Design tap_buffer, sky130hd; sources not shown.
==> images/sizing.png <==
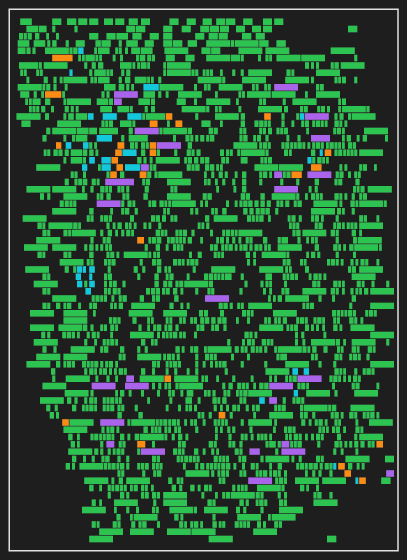
- purple: x6 and larger (cells 28; share 1.5%)
- orange: x3 and x4 (cells 27; share 1.5%)
- cyan: x2 (cells 32; share 1.8%)
- green: x1 and smaller (cells 1729; share 95%)
Finished Cell Area: 12740 um^2
Non-Clock Buffer Count: 78
signed area change from the synthesized netlist to the final layout: 11.93%
Setup WS post-layout: 6.187 ns

==> images/route_heat.png <==
The bar under the picture is 50 um long. The die is cut into 14 by 20 equal tiles; dark blue is low, red is high, scaled to the fullest tile. Values are wire area over tile area, all layers added.
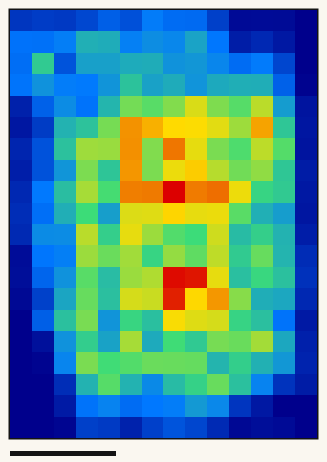
- emptiest ninth of the die: south-west
- densest ninth of the die: center
- mean over tiles: 0.24
- fullest tile: 0.64
- tiles over half the peak: 32%
- nearly empty tiles: 7.1%
final routed wire length divided by cell count: 19.19 um
total via count after detailed routing: 11760
global router's overall resource usage: 30.34%
total wirelength of the detailed-routed design: 41950 um

==> images/congestion_map.png <==
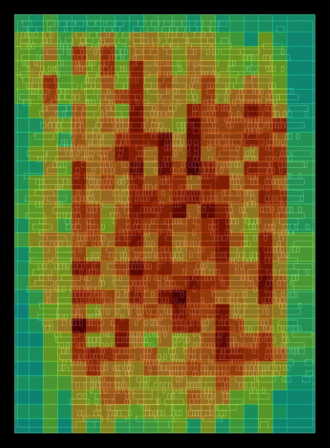
met2 GRT Util: 49.43%
end-of-flow core utilization: 45.75%
GRT busiest layer: met2
global routing usage on met1: 38.16%
met3 demand-to-capacity share in global routing: 3.950%

==> images/class_map.png <==
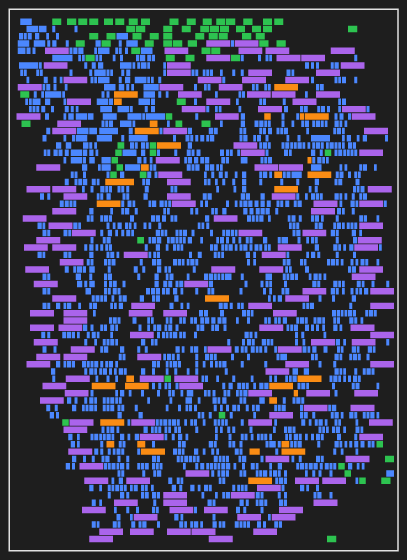
- green: remaining buffers and delay cells (cells 78; share of their area 6.0%)
- blue: remaining logic cells (cells 1542; share of their area 56%)
- orange: clock drivers and dummy loads (cells 32; share of their area 4.6%)
- purple: registers (cells 164; share of their area 33%)
Floorplan Core Area: 27840 um^2
share of the final layout cell area in sequential cells: 32.22%
number of rows in the core area: 72

==> README.md <==
| Metric | This run | Unit |
|:---|:---|:---|
| Sequential area share after synthesis | 36.07 | % |
| Worst Path Max Fanout | 5 | - |
| Number of DRC markers after the initial detailed-route iteration | 1075 | - |
| Resized cells post-CTS | 0 | - |
| Power attributed to the clock group | 0.536 | mW |
| Final critical delay including setup and external delays | 6.293 | ns |
| DRT antenna net count | 0 | - |
| Post-synthesis share of cell area spent on full adders, half adders and majority gates | 3.673 | % |
| Post-detailed-route via-to-cell ratio | 5.380 | - |
| Number of antenna diodes | 0 | - |
| Sequential cell area in the final layout | 4104 | um^2 |
| Hold buffers post-CTS | 0 | - |
| Worst relative slew slack | 42.82 | % |
| Gate power share | 52.3 | % |
| Design Power | 2.609 | mW |
| Clock skew after layout | 0.01404 | ns |
| DIE WIDTH | 144.5 | um |
| Outcome | completed | - |
| Mean instance size in the synthesized netlist | 6.321 | um^2 |
| Number of maximum-capacitance constraint violations | 0 | - |
-- stage by stage --
stage                     std cells  setup slack (ns)  util [%]  hold WS, ns
final                          2186             6.187     45.75       0.4865
after global routing           2186             6.149     45.75       0.5060
after CTS                      2186             6.179     45.75       0.4900
after detailed placement       2154             6.187     43.71       0.4732
after global placement         2154             6.170     43.71       0.4684
after floorplan                1800             5.551         -       0.4530
-- area by class of cell --
cell class                 instances  share of cell area (%)
timing repair buffer              78                   5.757
clock inverter                    15                   1.120
multi-input combinational       1388                   49.33
sequential                       164                   32.22
clock buffer                      17                   3.340
tap                              370                   3.635
inverter                         154                   4.598
-- tightest hold or removal path: stages, from the launching register on --
cell     delay (ns)
dfrtp_1        0.34
nand2_1        0.05
o21ai_0        0.06
Power figures rest on the tool's default switching activity, not on a simulated workload.
